### Placement by cell class, run 1

(2 px per um)
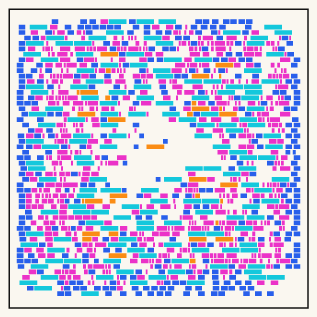
### I/O pins on the die edge, run 1

(2 px per um) Pins as bars across the die edge, other pins in grey.
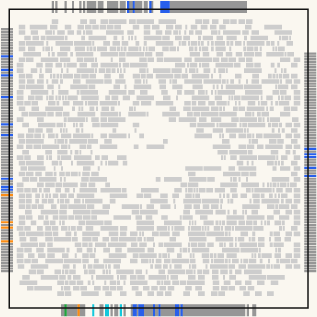
### Routed metal, one colour a layer, run 1

(2 px per um)
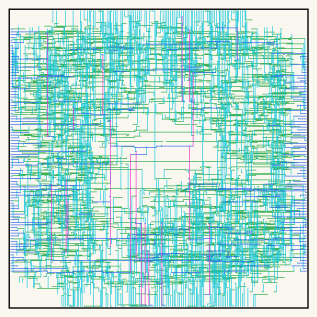
==> config.mk <==
export PLATFORM = sky130hd
export DESIGN_NAME = ex_operand_stage_flat
export DESIGN_NICKNAME = d
export VERILOG_FILES = /design/src/rtl/ex_operand_stage_if.sv /design/src/rtl/ex_operand_stage.sv /design/src/flat_wrapper.sv
export SDC_FILE = /design/constraint.sdc
export NUM_CORES = 1
export LEC_CHECK = 0
export CORE_MARGIN = 3
export CORE_UTILIZATION = 44
export CTS_CLUSTER_DIAMETER = 30
export CTS_CLUSTER_SIZE = 12
export DETAILED_ROUTE_END_ITERATION = 10
export GPL_ROUTABILITY_DRIVEN = 0
export PLACE_DENSITY_LB_ADDON = 0.2
export SYNTH_ARGS = -nofsm -noshare
export SYNTH_HDL_FRONTEND = slang
export SYNTH_SLANG_ARGS = --single-unit
==> constraint.sdc <==
create_clock -name clk -period 13.1 [get_ports clk]
set_input_delay 2.62 -clock clk [delete_from_list [all_inputs] [get_ports clk]]
set_output_delay 2.62 -clock clk [all_outputs]
set_load 0.01 [all_outputs]
==> out/results.tsv, run 1 <==
stage	metric	value	unit
outcome	status	finished clean	
clock_tree	clk sinks	152	
synthesis	top-count cell post-synth	dfrtp_1	
routing	Max Used Layer	met4	
final_layout	fill cell count	1638	
sta	post-layout min period	8.84	ns
sta	Layout Skew	0.0118	ns
final_layout	inverters	35	
routing	# DRC	0	
sta	setup violators final	0	
routing	Vias/cell	5.56	
synthesis	Cell area leaders	dfrtp_1 42%, mux2_2 12%, a221oi_2 10%, nand2_1 4.6%, nor2_1 4.2%	
worst_setup_path	CP startpoint kind	primary input	
routing	DRT met1 WL	13.0	mm
final_layout	Top cell excl fill/tap	clkdlybuf4s50_1	
power_and_ir_drop	Pleak	5.04	nW
clock_tree	htree depth	4	
synthesis	yosys adder share	0	%
synthesis	flip-flops with a built-in enable	0	
worst_setup_path	Setup CP Type	primary input to primary output	
final_layout	Largest cell class	combinational gates	
worst_setup_path	slowest stage delay, CP	0.62	ns
floorplanning	core area	19700	um^2
power_and_ir_drop	Top power group	sequential cells	
grt	first-pass GRT wire length	47.4	mm
placed_design	dpl ws	4.22	ns
sta	Tcrit/Tclk final	67.5	%
grt	routing usage on met1	36.0	%
synthesis	ys async rst share	100	%
synthesis	mux share	17.8	%
final_layout	n_diodes	1	
power_and_ir_drop	Power Sequential	587	uW
synthesis	Main logic family	AND-OR/OR-AND gates	
synthesis	most frequent cells after synthesis	152 x dfrtp_1, 109 x nand2_1, 100 x nor2_1, 93 x mux2_2, 60 x a221oi_2	
synthesis	ys flop type	dfrtp_1	
power_and_ir_drop	switching pwr	488	uW
clock_tree	Skew-Pair Late Insertion Delay	0.42	ns
clock_tree	total CTS buffers	17	
floorplanning	# IOs	341	
placed_design	DP HPWL	21.9	mm
sta	Worst Tran Pin Value	1.17	ns
sta	relative slew slack	21.8	%
grt	vias in the first global route	8309	
grt	grt met3 use	6.64	%
power_and_ir_drop	Sw Share	30.8	%
clock_tree	CTS tree	done	
power_and_ir_drop	Gate power share	34.4	%
synthesis	Floorplan Nets	1107	
synthesis	Netlist Area Pre-Place	8950	um^2
routing	DR WL met3	2.26	mm
final_layout	count of plain and timing-repair buffers in the layout	352	
min_path	Cells on Worst Hold Path	1	
sta	Hold WS	0.484	ns
worst_setup_path	WP depth	8	
final_layout	Signal buf overhead	26.9	%
synthesis	synthesized instance count	875	
synthesis	post-synthesis sequential area ratio	42.5	%
routing	routed wl met2	14.9	mm
sta	Max Transition Viols Final	0	
clock_tree	post-CTS resize count	0	
run	total tool warning count	26	
synthesis	Synth flops	152	
clock_tree	clock root cell	clkbuf_16	
worst_setup_path	cell family with most CP delay	simple AND/OR/NAND/NOR gates	
power_and_ir_drop	Comb power	545	uW
sta	fmax	113	MHz
synthesis	yosys simple share	12.4	%
worst_setup_path	crit path DAT	6.22	ns
worst_setup_path	most used cell, CP	clkdlybuf4s50_1	
power_and_ir_drop	PnR Total Power	1.58	mW
floorplanning	n_taps	265	
sta	RSZ-0062 raised after global routing	false	
final_layout	comb. cell area	4650	um^2
power_and_ir_drop	power share of the clock group	28.5	%
synthesis	yosys aoi share	18.3	%
final_layout	fin cells	1449	
power_and_ir_drop	Power Density	122	nW/um^2
sta	Fin. Hold Viols	0	
grt	Top Usage Layer GRT	met2	
floorplanning	Total Die Area	22100	um^2
clock_tree	CTS clk-pin slew, worst paths	0.06	ns
min_path	min-delay worst type	flip-flop to flip-flop	
power_and_ir_drop	clk pwr	452	uW
routing	initial DRC count	512	
clock_tree	clk buf depth	2	
final_layout	layout cells sized above 1	18.0	%
grt	initial antenna violation count	1	
worst_setup_path	crit path cell chain	clkdlybuf4s50_1 -> or4_1 -> o211ai_1 -> or4b_4 -> nor2b_4 -> buf_4 -> a221oi_1 -> clkdlybuf4s50_1	
sta	final worst slack	4.26	ns
sta	setup TNS	0	ns
power_and_ir_drop	Reg power frac	37.1	%
worst_setup_path	reg-to-reg slack, setup	9.84	ns
final_layout	Comb gates	612	
synthesis	Top cell area share	42.5	%
clock_tree	post-cts hold buffer count	0	
synthesis	Synth Area per Inst	10.2	um^2
worst_setup_path	WP buf/inv	3	
-- 'Placement by cell class' (at the start) --
- magenta: remaining logic cells (cells 647; share of their area 38%)
- blue: remaining buffers and delay cells (cells 352; share of their area 28%)
- cyan: sequential cells (cells 152; share of their area 30%)
- orange: clock drivers and dummy loads (cells 32; share of their area 4.3%)
FP Rows: 51
flop share of the area: 29.4%
Final Core Density: 65.7%
design area: 13000 um^2

-- 'I/O pins on the die edge' (at the start) --
- orange: bus_id_rs2_addr (pins 5; direction input; edge 4 left, 1 bottom)
- green: bus_id_reg_wr (pins 1; direction input; edge bottom)
- blue: bus_id_pc (pins 32; direction input; edge 10 bottom, 9 left, 8 top, 5 right)
- cyan: bus_id_alu_op (pins 4; direction input; edge bottom)
- all pins by edge: 90 left, 88 bottom, 82 top, 81 right
chip width: 149 um
# port buffers: 340

-- 'Routed metal, one colour a layer' (at the start) --
- blue: M3 (wire length 2260 um)
- cyan: M2 (wire length 14900 um)
- green: M1 (wire length 13000 um)
- magenta: M4 (wire length 723 um)
final WL: 30.9 mm
via count: 8061
Routed wire per std cell: 21.3 um
gr usage total: 27.7%

==> run 2, diff against run 1 <==
CORE_UTILIZATION = 41   (was 44)
clock period = 7.98 ns   (was 13.1 ns; I/O delays follow)
### Placement by cell class, run 2

(2 px per um)
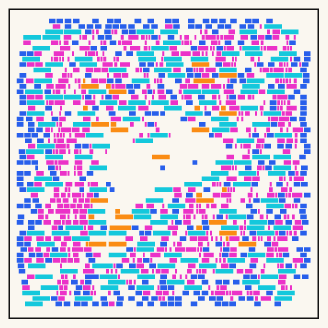
- magenta: remaining logic cells (cells 647; share of their area 38%)
- cyan: sequential cells (cells 152; share of their area 30%)
- orange: clock drivers and dummy loads (cells 32; share of their area 4.6%)
- blue: remaining buffers and delay cells (cells 352; share of their area 28%)
Final Core Density: 61.4%
design area: 13000 um^2
FP Rows: 53
core area: 21200 um^2
flop share of the area: 29.2%

### Routed metal, one colour a layer, run 2

(2 px per um)
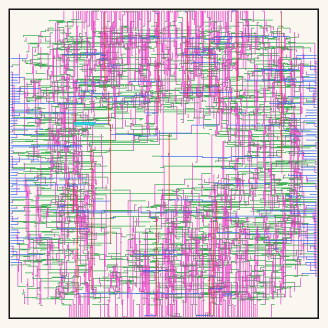
- green: M1 (wire length 13600 um)
- cyan: M5 (wire length 9.20 um)
- magenta: M2 (wire length 14500 um)
- red: M4 (wire length 703 um)
- blue: M3 (wire length 2060 um)
Routed wire per std cell: 21.1 um
final WL: 30.9 mm
via count: 8069

==> run 2 against run 1 <==
First-iteration DRC count is 2.1% lower. Via count barely moved. Routed wire length is essentially flat. Combinational power is 62% higher. Clock power is 79% higher. Power is 68% higher. Synthesized cell count unchanged. Utilization decreased by 4.3 points. Non-clock buffer count did not move. Final cell count up 0.76%.
==> out/results.tsv, run 2 <==
stage	metric	value	unit	change
synthesis	top-count cell post-synth	dfrtp_1		
floorplanning	n_taps	275		+3.8%
routing	DRT met1 WL	13.6	mm	+4.9%
floorplanning	# IOs	341		unchanged
synthesis	yosys simple share	12.4	%	unchanged
clock_tree	htree depth	4		unchanged
worst_setup_path	slowest stage delay, CP	0.96	ns	+0.34 ns
synthesis	post-synthesis sequential area ratio	42.5	%	unchanged
sta	fmax	149	MHz	
worst_setup_path	most used cell, CP	clkdlybuf4s50_1		
grt	gr usage total	25.7	%	-1.9 points
final_layout	n_diodes	2		+1
synthesis	flip-flops with a built-in enable	0		unchanged
synthesis	Synth flops	152		unchanged
final_layout	layout cells sized above 1	18.1	%	+0.085 points
synthesis	Synth Area per Inst	10.2	um^2	unchanged
routing	Max Used Layer	met5		
routing	# DRC	0		unchanged
clock_tree	clk buf depth	2		unchanged
synthesis	Top cell area share	42.5	%	unchanged
final_layout	Signal buf overhead	26.9	%	-0.051 points
grt	first-pass GRT wire length	47.8	mm	+0.90%
worst_setup_path	reg-to-reg slack, setup	5.60	ns	-4.24 ns
power_and_ir_drop	Reg power frac	36.5	%	-0.6 points
grt	initial antenna violation count	1		unchanged
worst_setup_path	cell family with most CP delay	buffers and inverters		
floorplanning	Total Die Area	23600	um^2	+7.0%
outcome	status	finished clean		
worst_setup_path	crit path cell chain	clkdlybuf4s50_1 -> xor2_1 -> nor4_4 -> buf_4 -> mux2i_1 -> a221oi_1 -> clkdlybuf4s50_1		
sta	post-layout min period	6.73	ns	
synthesis	Cell area leaders	dfrtp_1 42%, mux2_2 12%, a221oi_2 10%, nand2_1 4.6%, nor2_1 4.2%		
sta	Fin. Hold Viols	0		unchanged
worst_setup_path	crit path DAT	5.14	ns	-1.08 ns
synthesis	most frequent cells after synthesis	152 x dfrtp_1, 109 x nand2_1, 100 x nor2_1, 93 x mux2_2, 60 x a221oi_2		
routing	DR WL met3	2.06	mm	-8.8%
sta	setup violators final	0		unchanged
synthesis	Main logic family	AND-OR/OR-AND gates		
power_and_ir_drop	PnR Total Power	2.66	mW	+68%
final_layout	Largest cell class	combinational gates		
final_layout	count of plain and timing-repair buffers in the layout	352		unchanged
run	total tool warning count	29		+12%
power_and_ir_drop	Pleak	5.06	nW	+0.33%
sta	setup TNS	0	ns	unchanged
clock_tree	post-CTS resize count	0		unchanged
routing	routed wl met2	14.5	mm	-2.9%
power_and_ir_drop	Power Sequential	970	uW	+65%
power_and_ir_drop	power share of the clock group	30.4	%	+1.9 points
grt	Top Usage Layer GRT	met2		
sta	Hold WS	0.490	ns	+0.00625 ns
final_layout	fill cell count	1838		+12%
clock_tree	CTS clk-pin slew, worst paths	0.06	ns	about the same
grt	grt met3 use	5.97	%	-0.68 points
min_path	min-delay worst type	flip-flop to flip-flop		
sta	RSZ-0062 raised after global routing	false		
power_and_ir_drop	clk pwr	809	uW	+79%
synthesis	yosys adder share	0	%	unchanged
final_layout	comb. cell area	4650	um^2	about the same
clock_tree	clock root cell	clkbuf_16		
worst_setup_path	Setup CP Type	primary input to primary output		
sta	Worst Tran Pin Value	1.11	ns	-0.0612 ns
placed_design	# port buffers	340		unchanged
final_layout	Comb gates	612		unchanged
sta	final worst slack	1.25	ns	-3.01 ns
sta	relative slew slack	25.4	%	+3.5 points
synthesis	ys async rst share	100	%	unchanged
final_layout	fin cells	1460		+0.76%
synthesis	synthesized instance count	875		unchanged
clock_tree	CTS tree	done		
synthesis	Netlist Area Pre-Place	8950	um^2	unchanged
power_and_ir_drop	Gate power share	33.1	%	-1.3 points
min_path	Cells on Worst Hold Path	2		+1
clock_tree	Skew-Pair Late Insertion Delay	0.42	ns	about the same
power_and_ir_drop	switching pwr	811	uW	+66%
final_layout	inverters	35		unchanged
floorplanning	chip width	154	um	+3.4%
synthesis	Ys Warns	0		
sta	Max Transition Viols Final	0		unchanged
power_and_ir_drop	Comb power	882	uW	+62%
grt	routing usage on met1	35.2	%	-0.84 points
clock_tree	post-cts hold buffer count	0		unchanged
sta	Tcrit/Tclk final	84.4	%	
final_layout	Top cell excl fill/tap	clkdlybuf4s50_1		
worst_setup_path	WP buf/inv	3		unchanged
routing	Vias/cell	5.53		-0.65%
routing	initial DRC count	501		-2.1%
### The clock network, run 2

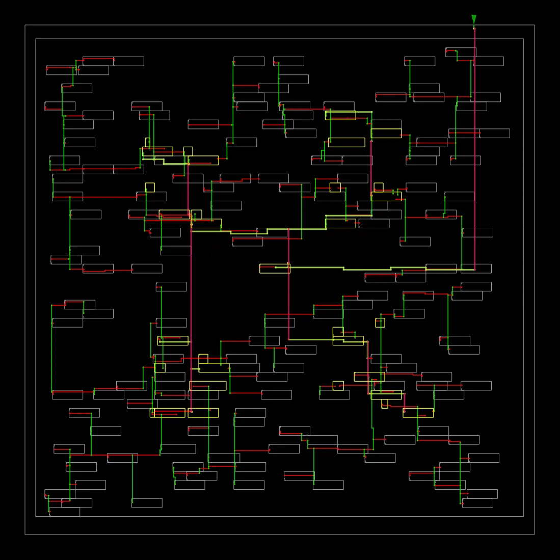
total CTS buffers: 17
Seq cells: 152
clkbuf count: 19

Power is estimated from default activity; no workload was simulated.
